File: src/rtl/imem_pkg.sv
// Shared types and constants for the instruction-memory responder and its response buffer.
// Widths are fixed here because the tag struct is shared across module boundaries.
package imem_pkg;

   localparam int XLEN   = 32;
   localparam int HARTS  = 2;
   localparam int HART_W = (HARTS > 1) ? $clog2(HARTS) : 1;

   localparam int MEM_SIZE_BYTES    = 4096;
   localparam int DEFAULT_MEM_WORDS = MEM_SIZE_BYTES / 4;

   localparam logic [XLEN-1:0] NOP_INST = 32'h00000013;

   typedef struct packed {
      logic [XLEN-1:0]   addr;
      logic [HART_W-1:0] hart;
      logic              err;
      logic              kill;
   } fetch_tag_t;

   typedef struct packed {
      fetch_tag_t      tag;
      logic [XLEN-1:0] inst;
   } rsp_entry_t;

   // A fetch is unservable when it is not word aligned or its word index falls past the BRAM.
   function automatic logic fetch_addr_bad(input logic [XLEN-1:0] addr, input int unsigned mem_words);
      return (addr[1:0] != 2'b00) || ((addr >> 2) >= XLEN'(mem_words));
   endfunction

endpackage

File: src/rtl/imem_rsp_fifo.sv
// Response buffer with per-hart kill marking, automatic discard of killed head entries, and an
// empty-buffer bypass so a response appears in the same cycle it is pushed.
module imem_rsp_fifo
   import imem_pkg::*;
#(
   parameter  int DEPTH = 2,
   localparam int PW    = $clog2(DEPTH),
   localparam int CW    = PW + 1
) (
   input  logic              clk,
   input  logic              rst,
   input  logic              push,
   input  rsp_entry_t        push_entry,
   input  logic              flush_valid,
   input  logic [HART_W-1:0] flush_hart,
   input  logic              rsp_ready,
   output logic              rsp_valid,
   output logic [XLEN-1:0]   head_inst,
   output logic [XLEN-1:0]   head_addr,
   output logic [HART_W-1:0] head_hart,
   output logic              head_err,
   output logic [CW-1:0]     count
);

   rsp_entry_t    mem [DEPTH];
   logic [PW-1:0] head;
   logic [PW-1:0] tail;
   rsp_entry_t    head_raw;
   logic          empty;
   logic          has_head;
   logic          head_dead;
   logic          pop;
   logic          do_write;
   logic          do_advance;

   // A flush in this cycle must already hide a matching head, hence the combinational kill term.
   always_comb begin
      empty      = (count == '0);
      head_raw   = empty ? push_entry : mem[head];
      has_head   = !rst && (!empty || push);
      head_dead  = head_raw.tag.kill || (flush_valid && (head_raw.tag.hart == flush_hart));
      rsp_valid  = has_head && !head_dead;
      pop        = has_head && (head_dead || rsp_ready);
      do_write   = push && !(pop && empty);
      do_advance = pop && !empty;
      head_inst  = head_raw.inst;
      head_addr  = head_raw.tag.addr;
      head_hart  = head_raw.tag.hart;
      head_err   = head_raw.tag.err;
   end

   always_ff @(posedge clk) begin
      if (rst) begin
         head  <= '0;
         tail  <= '0;
         count <= '0;
      end else begin
         for (int i = 0; i < DEPTH; i++) begin
            if (flush_valid && (mem[i].tag.hart == flush_hart)) begin
               mem[i].tag.kill <= 1'b1;
            end
         end
         if (do_write) begin
            mem[tail] <= push_entry;
            tail      <= tail + PW'(1);
         end
         if (do_advance) begin
            head <= head + PW'(1);
         end
         case ({do_write, do_advance})
            2'b10:   count <= count + CW'(1);
            2'b01:   count <= count - CW'(1);
            default: count <= count;
         endcase
      end
   end

endmodule

File: src/rtl/imem_bram_responder.sv
// Instruction-fetch responder: credit-gated request acceptance, one-cycle BRAM stage (S1),
// and an ordered response buffer that keeps rsp_inst aligned with rsp_addr.
module imem_bram_responder
   import imem_pkg::*;
#(
   parameter  int MEM_WORDS = DEFAULT_MEM_WORDS,
   parameter  int OUT_DEPTH = 2,
   localparam int AW        = $clog2(MEM_WORDS),
   localparam int CW        = $clog2(OUT_DEPTH) + 1
) (
   input  logic              clk,
   input  logic              rst,
   input  logic              req_valid,
   output logic              req_ready,
   input  logic [XLEN-1:0]   req_addr,
   input  logic [HART_W-1:0] req_hart,
   output logic              rsp_valid,
   input  logic              rsp_ready,
   output logic [XLEN-1:0]   rsp_inst,
   output logic [XLEN-1:0]   rsp_addr,
   output logic [HART_W-1:0] rsp_hart,
   output logic              rsp_err,
   input  logic              flush_valid,
   input  logic [HART_W-1:0] flush_hart,
   output logic              bram_en,
   output logic [AW-1:0]     bram_addr,
   input  logic [XLEN-1:0]   bram_rdata
);

   localparam logic [CW:0] DEPTH_CNT = (CW + 1)'(OUT_DEPTH);

   fetch_tag_t        s1_tag;
   logic              s1_valid;
   logic [CW-1:0]     buf_count;
   logic [CW:0]       used;
   logic              req_bad;
   logic              accept;
   rsp_entry_t        push_entry;
   logic              fifo_valid;
   logic [XLEN-1:0]   head_inst;
   logic [XLEN-1:0]   head_addr;
   logic [HART_W-1:0] head_hart;
   logic              head_err;

   // Credit rule: every accepted request already owns a buffer slot, so S1 can always drain.
   always_comb begin
      req_bad   = fetch_addr_bad(req_addr, MEM_WORDS);
      used      = {1'b0, buf_count} + {{CW{1'b0}}, s1_valid};
      req_ready = !rst && (used < DEPTH_CNT);
      accept    = req_valid && req_ready;
      bram_en   = accept && !req_bad;
      bram_addr = req_addr[AW+1:2];
   end

   always_ff @(posedge clk) begin
      if (rst) begin
         s1_valid <= 1'b0;
         s1_tag   <= '0;
      end else begin
         s1_valid <= accept;
         if (accept) begin
            s1_tag <= '{addr: req_addr, hart: req_hart, err: req_bad, kill: 1'b0};
         end
      end
   end

   // Error entries carry a NOP and never look at bram_rdata, which is stale for them.
   always_comb begin
      push_entry          = '0;
      push_entry.tag      = s1_tag;
      push_entry.tag.kill = s1_tag.kill || (flush_valid && (s1_tag.hart == flush_hart));
      push_entry.inst     = s1_tag.err ? NOP_INST : bram_rdata;
   end

   imem_rsp_fifo #(
      .DEPTH (OUT_DEPTH)
   ) u_rsp_fifo (
      .clk         (clk),
      .rst         (rst),
      .push        (s1_valid),
      .push_entry  (push_entry),
      .flush_valid (flush_valid),
      .flush_hart  (flush_hart),
      .rsp_ready   (rsp_ready),
      .rsp_valid   (fifo_valid),
      .head_inst   (head_inst),
      .head_addr   (head_addr),
      .head_hart   (head_hart),
      .head_err    (head_err),
      .count       (buf_count)
   );

   always_comb begin
      rsp_valid = fifo_valid;
      rsp_inst  = fifo_valid ? head_inst : '0;
      rsp_addr  = fifo_valid ? head_addr : '0;
      rsp_hart  = fifo_valid ? head_hart : '0;
      rsp_err   = fifo_valid ? head_err  : 1'b0;
   end

endmodule

File: config.mk
export PLATFORM = sky130hd
export DESIGN_NAME = imem_bram_responder
export DESIGN_NICKNAME = d
export VERILOG_FILES = /design/src/rtl/imem_pkg.sv /design/src/rtl/imem_rsp_fifo.sv /design/src/rtl/imem_bram_responder.sv
export SDC_FILE = /design/constraint.sdc
export NUM_CORES = 1
export LEC_CHECK = 0
export CAP_MARGIN = 5
export CORE_UTILIZATION = 40
export CTS_CLUSTER_SIZE = 12
export DETAILED_ROUTE_END_ITERATION = 10
export GPL_TIMING_DRIVEN = 0
export PLACE_DENSITY_LB_ADDON = 0.1
export SYNTH_ARGS = -nofsm -noshare
export SYNTH_HDL_FRONTEND = slang
export SYNTH_SLANG_ARGS = --single-unit
File: constraint.sdc
create_clock -name clk -period 8.49 [get_ports clk]
set_input_delay 1.698 -clock clk [delete_from_list [all_inputs] [get_ports clk]]
set_output_delay 1.698 -clock clk [all_outputs]
set_load 0.1 [all_outputs]
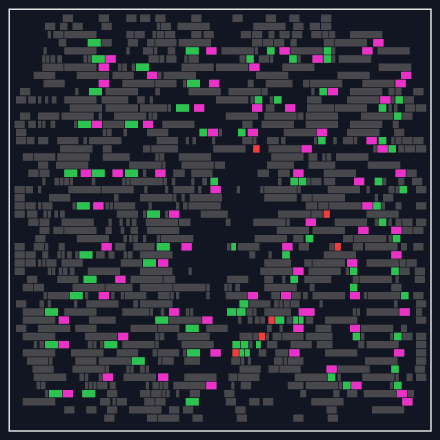
Figure 1: gate families picked out.
Drawn at 3 px/um.
| family | colour | cells |
|---|---|---|
| and/or cells | red | 6 |
| mux cells | magenta | 71 |
| aoi and oai cells | green | 78 |

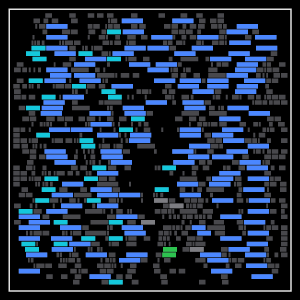
Figure 2: sequential cells coloured by netlist name.
Drawn at 2 px/um. Other sequential cells in the stronger grey, the rest of the logic in the fainter grey.
| name in the netlist | colour | placed flops |
|---|---|---|
| `push_entry` | cyan | 34 |
| `u_rsp_fifo.count` | green | 2 |
| `u_rsp_fifo.mem` | blue | 134 |
not coloured: 4

==> results.yml <==
# flow metrics
run_status:
  outcome: "finished clean"
power_and_ir_drop:
  power.internal_uw: 1750
  top_power_group: "combinational cells"
  p_leak_uw: 0.00345
  p_comb_uw: 1070
  powerClk_uw: 777
  p_total_uw: 2880
  p_sw_share_pct: 39.2
  comb_power_share_pct: 37.2
  p_seq_uw: 1030
  power_density_nw_per_um2: 283
  switching_power_uw: 1130
logic_synthesis:
  mux_share_pct: 9.38
  ys_seq_share_pct: 63.0
  synth-async-reset-ratio_pct: 0
  ys_chip_area_sq_um: 7630
  topCombFamilyByArea: "simple AND/OR/NAND/NOR gates"
  ys_sh_adder_pct: 0.164
  ys_cells: 616
  topCellsByArea: "edfxtp_1 52%, dfxtp_1 11%, mux2i_1 9.2%"
  synth-edff-count: 132
  ys_sh_xor_pct: 0.689
  synth_area_leader_cell: "edfxtp_1"
  netlist_area_sq_um: 7630
  ys.flop_type: "edfxtp_1"
  synthCells: 616
  simple_gate_area_share_pct: 13.3
  ys_ff: 174
  synthesis.nets: 688
  aoi_share_pct: 9.58
clock_tree:
  clk_pin_slew_ns: 0.06
  clock_path_buffers: 2
  cts_buffers: 17
  clock-sinks: 174
  worstSkewPairLatency_ns: 0.42
  hold_buffers: 0
  cts_tree: "yes"
  htree_num_levels: 4
  cts_setup_buffers: 0
  ctsRootBufferMaster: "clkbuf_16"
final_timing:
  layout_setup_ws_ns: 2.07
  fmax_mhz: 156
  fin_crit_ns: 6.42
  finalSetupTns_ns: 0
  rsz0062_at_grt: "false"
  period_used_pct: 75.7
  hold_viol: 0
  slew-limit-headroom_pct: 31.0
  timing.hold.ws_ns: 0.476
  drv_slew: 0
  setup_viol: 0
  tightest_slew_ns: 1.03
global_routing:
  met2_usage_pct: 31.4
  grt_use_total_pct: 19.0
  use_met1_pct: 25.2
  busiest_layer: "met2"
  grt-ovfl-total: 0
  use_met3_pct: 4.44
  grt_max_degree: 17
  grt_pass1_wl_mm: 28.4
cells_and_area:
  lay_top_cells: "148 x clkdlybuf4s50_1, 132 x edfxtp_1, 71 x nor2_1"
  flops: 174
  final_cells: 1042
  seq_share_pct: 47.3
  diodes: 0
  design_area_sq_um: 10200
  areaGrowthSynthToFinish_pct: 33.2
  fillCellCount: 1612
  comb_share_pct: 25.0
  nets: 867
  final_core_util_pct: 54.3
  comb_area_sq_um: 2540
  signal_buffers: 214
  largest-register: "u_rsp_fifo.mem"
  comb_cells: 383
  largest_reg_flops: 134
  clock_area_share_pct: 5.87
  regArea_sq_um: 4800
  area_share_nonclk_buffers_pct: 18.8
  inverters: 5
  nClkBuffers: 18
  final_common_cell: "clkdlybuf4s50_1"
drt:
  drt-total-wl_mm: 18.2
  wl_met2_mm: 8.83
  ant_nets: 0
  highest_layer: "met4"
  wire_per_inst_um: 17.5
  drt_iter0_drc: 233
  route.detailed.drc: 0
  met1_length_mm: 8.40
  vias_per_cell: 5.10
  first_pass_iters: 4
setup_path:
  rr_endpoint: "u_rsp_fifo.mem[1][16]"
  path_buffers: 4
  crit_arrival_ns: 4.73
  cp.depth: 8
  cp_slowest_stage_delay_ns: 1.02
  r2r-start: "u_rsp_fifo.count[0]"
  cp_slowest_cell: "clkdlybuf4s50_1"
  crit_type: "input pin to primary output"
  start_kind: "input pin"
  crit_fanout: 10
  worstRegToRegCells: 6
  endpoint: "rsp_addr[12]"
  crit_required_ns: 6.79
  critPathCaptureType: "primary output"
run:
  warnings: 26
  maxCapViolCount: 0
min_path:
  worst_hold_path.num_cells: 0
  whs_endpoint: "u_rsp_fifo.mem[1][66]"
  hold_class: "flop to flop"
die:
  die_h_um: 140
  nWellTaps: 234
  fp_util_pct: 40.8
  rows: 50
  die_area_sq_um: 19600
placed_design:
  dp_hpwl_mm: 12.6
  globalplace.congestion: 0.774
  place_area_sq_um: 9570
  dp_cells: 1010
  dp_slack_ns: 2.05
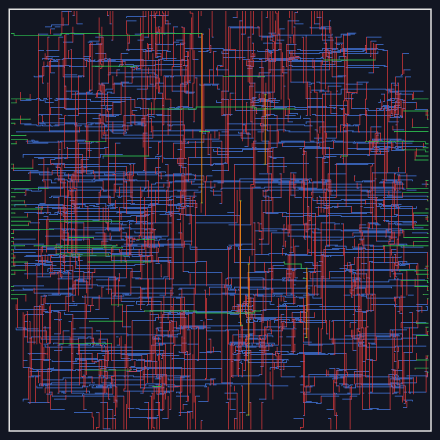
Figure 3: metal layers overlaid.
Drawn at 3 px/um.
| layer | colour | wire length |
|---|---|---|
| M3 | green | 763 um |
| M1 | blue | 8400 um |
| M2 | red | 8830 um |
| M4 | orange | 195 um |

